## config.mk

```make
export PLATFORM = sky130hd
export DESIGN_NAME = fetch_controller
export DESIGN_NICKNAME = d
export VERILOG_FILES = /design/src/rtl/fetch_controller.sv
export SDC_FILE = /design/constraint.sdc
export NUM_CORES = 1
export LEC_CHECK = 0
export CAP_MARGIN = 0
export CORE_MARGIN = 1
export CORE_UTILIZATION = 55
export DETAILED_ROUTE_END_ITERATION = 8
export PLACE_DENSITY = 0.82
export SYNTH_ARGS = -nofsm -noshare
export SYNTH_HDL_FRONTEND = slang
export SYNTH_SLANG_ARGS = --single-unit
```

## constraint.sdc

```tcl
create_clock -name clk -period 9.2 [get_ports clk]
set_clock_uncertainty 0.05 [all_clocks]
set_input_delay 0.92 -clock clk [delete_from_list [all_inputs] [get_ports clk]]
set_output_delay 0.92 -clock clk [all_outputs]
set_load 0.02 [all_outputs]
```

## src/rtl/fetch_controller.sv

```systemverilog
// Instruction fetch sequencer: owns the fetch PC, buffers ROM words in a small FIFO,
// and hands them to decode over valid/ready, with redirect flush and misaligned-target fault.
module fetch_controller #(
    parameter int unsigned                ADDRESS_WIDTH = 32,
    parameter int unsigned                DATA_WIDTH    = 32,
    parameter int unsigned                DEPTH         = 4,
    parameter logic [ADDRESS_WIDTH-1:0]   RESET_PC      = '0
) (
    input  logic                         clk,
    input  logic                         rst,
    output logic [ADDRESS_WIDTH-1:0]     mem_addr,
    input  logic [DATA_WIDTH-1:0]        mem_instr,
    input  logic                         redirect_valid,
    input  logic [ADDRESS_WIDTH-1:0]     redirect_pc,
    output logic                         out_valid,
    input  logic                         out_ready,
    output logic [DATA_WIDTH-1:0]        out_instr,
    output logic [ADDRESS_WIDTH-1:0]     out_pc,
    output logic [$clog2(DEPTH+1)-1:0]   occupancy,
    output logic                         fault,
    output logic [ADDRESS_WIDTH-1:0]     fault_pc
);

    localparam int unsigned PTR_W = $clog2(DEPTH);
    localparam int unsigned OCC_W = $clog2(DEPTH + 1);
    localparam logic [OCC_W-1:0] FULL = OCC_W'(DEPTH);

    typedef enum logic [1:0] {
        IDLE  = 2'd0,
        RUN   = 2'd1,
        FAULT = 2'd2
    } state_e;

    state_e                   state_q, state_d;
    logic [ADDRESS_WIDTH-1:0] fetch_pc_q, fetch_pc_d;
    logic [PTR_W-1:0]         rd_ptr_q, rd_ptr_d;
    logic [PTR_W-1:0]         wr_ptr_q, wr_ptr_d;
    logic [OCC_W-1:0]         occ_q, occ_d;
    logic                     fault_q, fault_d;
    logic [ADDRESS_WIDTH-1:0] fault_pc_q, fault_pc_d;

    logic [ADDRESS_WIDTH-1:0] buf_pc_q    [DEPTH];
    logic [DATA_WIDTH-1:0]    buf_instr_q [DEPTH];

    logic push;
    logic pop;

    assign mem_addr  = fetch_pc_q;
    assign out_valid = (occ_q != '0) && (state_q == RUN);
    assign out_instr = buf_instr_q[rd_ptr_q];
    assign out_pc    = buf_pc_q[rd_ptr_q];
    assign occupancy = occ_q;
    assign fault     = fault_q;
    assign fault_pc  = fault_pc_q;

    always_comb begin
        state_d    = state_q;
        fetch_pc_d = fetch_pc_q;
        rd_ptr_d   = rd_ptr_q;
        wr_ptr_d   = wr_ptr_q;
        occ_d      = occ_q;
        fault_d    = fault_q;
        fault_pc_d = fault_pc_q;
        pop        = out_valid & out_ready;
        push       = 1'b0;

        // Redirect wins over push/pop; any pop accepted this cycle is simply dropped by the flush.
        if (state_q != FAULT && redirect_valid) begin
            rd_ptr_d = '0;
            wr_ptr_d = '0;
            occ_d    = '0;
            if (redirect_pc[1:0] == 2'b00) begin
                fetch_pc_d = redirect_pc;
                state_d    = RUN;
            end else begin
                state_d    = FAULT;
                fault_d    = 1'b1;
                fault_pc_d = redirect_pc;
            end
        end else begin
            case (state_q)
                IDLE: state_d = RUN;
                RUN: begin
                    push = (occ_q < FULL) | pop;
                    if (push) begin
                        fetch_pc_d = fetch_pc_q + ADDRESS_WIDTH'(4);
                        wr_ptr_d   = wr_ptr_q + PTR_W'(1);
                    end
                    if (pop) begin
                        rd_ptr_d = rd_ptr_q + PTR_W'(1);
                    end
                    if (push && !pop) begin
                        occ_d = occ_q + OCC_W'(1);
                    end else if (pop && !push) begin
                        occ_d = occ_q - OCC_W'(1);
                    end
                end
                default: ;
            endcase
        end
    end

    always_ff @(posedge clk) begin
        if (rst) begin
            state_q    <= IDLE;
            fetch_pc_q <= RESET_PC;
            rd_ptr_q   <= '0;
            wr_ptr_q   <= '0;
            occ_q      <= '0;
            fault_q    <= 1'b0;
            fault_pc_q <= '0;
        end else begin
            state_q    <= state_d;
            fetch_pc_q <= fetch_pc_d;
            rd_ptr_q   <= rd_ptr_d;
            wr_ptr_q   <= wr_ptr_d;
            occ_q      <= occ_d;
            fault_q    <= fault_d;
            fault_pc_q <= fault_pc_d;
            if (push) begin
                buf_pc_q[wr_ptr_q]    <= fetch_pc_q;
                buf_instr_q[wr_ptr_q] <= mem_instr;
            end
        end
    end

endmodule

```

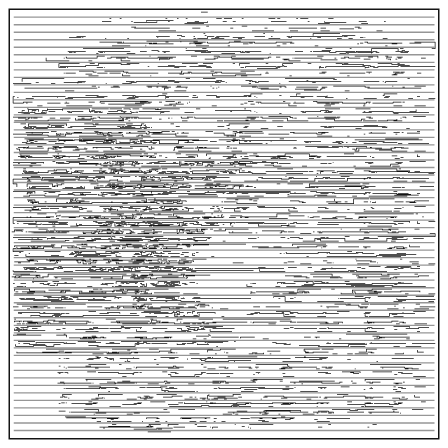
m1.png
Supply wires on this layer in gray.
- wire length on this layer: 11400 µm
- main direction: horizontal
- nets with wire on the layer: 975
- longest straight run: 35.9 µm
- share of all routed wire: 41%
global-route met1 utilization: 32.23%
via count: 7835
DRT Wirelength: 28.07 mm

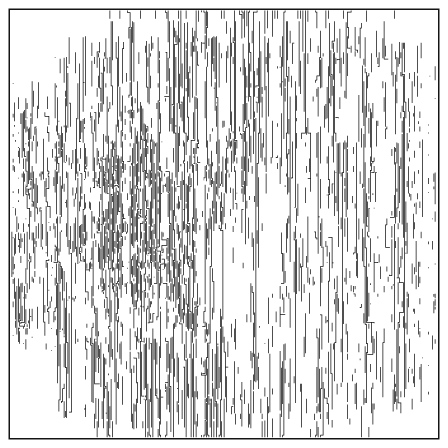
m2.png
- wire length on this layer: 13800 µm
- share of all routed wire: 49%
- nets with wire on the layer: 958
- longest straight run: 103 µm
met2 Usage GRT: 38.85%

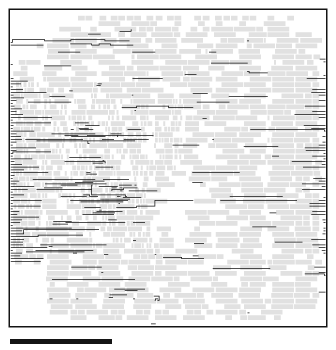
m3.png
Scale bar: 50 µm. Cells faint in the background.
- share of all routed wire: 8.0%
- nets with wire on the layer: 183
- longest straight run: 48.1 µm
- wire length on this layer: 2230 µm
- main direction: horizontal
GR Util met3: 5.125%

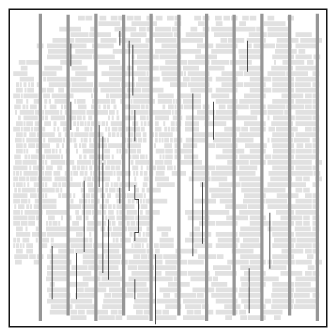
m4.png
Supply wires on this layer in gray. Cells faint in the background.
- share of all routed wire: 2.2%
- longest straight run: 79.6 µm
- wire length on this layer: 625 µm

==> run summary <==
Outcome = complete, no violations
Post-Syn Area = 12860 µm²
RD Place Congestion = 0.8080
Number of cells in Yosys stat = 807
Clk power = 1.39 mW
Initial DRC count = 801
Top non-seq family = multiplexers
Fin util = 71.57%
Fillcell total = 1468
Yosys warnings = 0
Maximum vdd ir drop = 0.0001439 V
Die width = 154.9 µm
Number of CTS-inserted buffers = 34
Pins over their slew limit = 0
Cell Count, Final, Fillers Out = 1345
Clk slew on worst S/H paths = 0.06 ns
CTS Sinks = 332
Total global routing overflow = 0
Clock power share = 42.4%
Total tool warning count = 29
Dpl cell area = 15150 µm²
Share of cells above drive strength 1 = 14.05%
Post-CTS sizing = 0
Final setup margin = 5.111 ns
Fraction of registers with async set/reset = 0%
DP HPWL = 16.87 mm
ClkCell Share = 7.068%
Comb. pwr = 0.222 mW
Largest class = flip-flops and latches
Post-synth EDFFs = 256
Tightest Pin Transition = 1.310 ns
Post-route cell area = 16300 µm²
Sw Ratio = 21.77%
Top-count cell post-synth = edfxtp_1
Commonest Layout Cell = edfxtp_1
Core area = 22780 µm²
PortBufs = 200
Seq area share = 56.53%
Final Setup Violations = 0
Die Height = 154.9 µm
Adder share = 0.6420%
Synth Seq Share = 71.59%
Rel. slew slack = 12.31%
CP Capture Type = primary output
Worst Hold Class = reg2reg
Largest net degree at the start of global routing = 72
DR pass1 iterations = 5
Biggest regs = buf_instr_q: 128 flops, buf_pc_q: 128 flops
Main flop type = edfxtp_1
Yosys chip area = 12860 µm²
Power share of the sequential group = 50.9%
Antenna violations before repair = 0
RSZ-0062 raised after global routing = false
Total power = 3.288 mW
CP Launch Type = flip-flop
Worst path top cell family by delay = buffers and inverters
PwrDens = 201.7 nW/µm²
Via-to-Cell Ratio = 5.825
Top Layout Cells = edfxtp_1, clkdlybuf4s50_1, nand2_1
Top cells by count = edfxtp_1, nand2_1, dfxtp_1, mux4_2, a21oi_1
Synth Net Count = 881
Cell taking the most area after synthesis = edfxtp_1
Crit path cell chain = buf_4 > mux4_2 > clkdlybuf4s50_1
CP Max Fanout = 47
Wirelength per Cell = 20.87 µm
Worst slack at placement = 5.480 ns
DP Cell Count = 1283
Comb gates = 428
Distinct lib cells = 57
Yosys xor share = 0.4085%
Diode count = 0
Comb area share = 21.40%
Hold Slack = 0.4046 ns
N_taps = 313
CTS tree = done
Clock buffer count = 45
Max Cap Viol = 0
Hold_buf cts = 0
Non-clk invs = 5
Synth Area per Inst = 15.94 µm²
Simple share = 8.355%
Ports = 201
Latency at later pin = 0.51 ns
Required time of the critical path = 8.23 ns
Net switching power = 0.7159 mW
Top cells, area = edfxtp_1, dfxtp_1, mux4_2
Dominant cell area share = 59.76%
Init Core Util = 56.47%
Nets = 1080
Multiplexer share = 11.52%
ANT nets after route = 0
Tmin final = 4.089 ns
Comb area = 3490 µm²
Flop count = 332
[worst paths after layout]
| path | end | startpoint | depth (start not counted) | slack, ns |
|---|---|---|---|---|
| setup / recovery | out_pc[23] | flip-flop | 3 | 5.11 |
| hold / removal | fault_pc[6] | fault_pc[6] | 2 | 0.40 |
| hold reg to reg | fault_pc[6] | fault_pc[6] | 2 | 0.40 |
| setup reg to reg | mem_addr[27] | state_q[0] | 5 | 6.35 |
[metal layers]
layer / track usage, % / up-vias / share of wire (%)
met5: 0 / - / 0
met4: 8.204 / 0 / 2.2
met3: 5.125 / 51 / 8.0
met2: 38.85 / 347 / 49
met1: 32.23 / 3882 / 41
li1: - / 3555 / -
Power figures rest on the tool's default switching activity, not on a simulated workload.
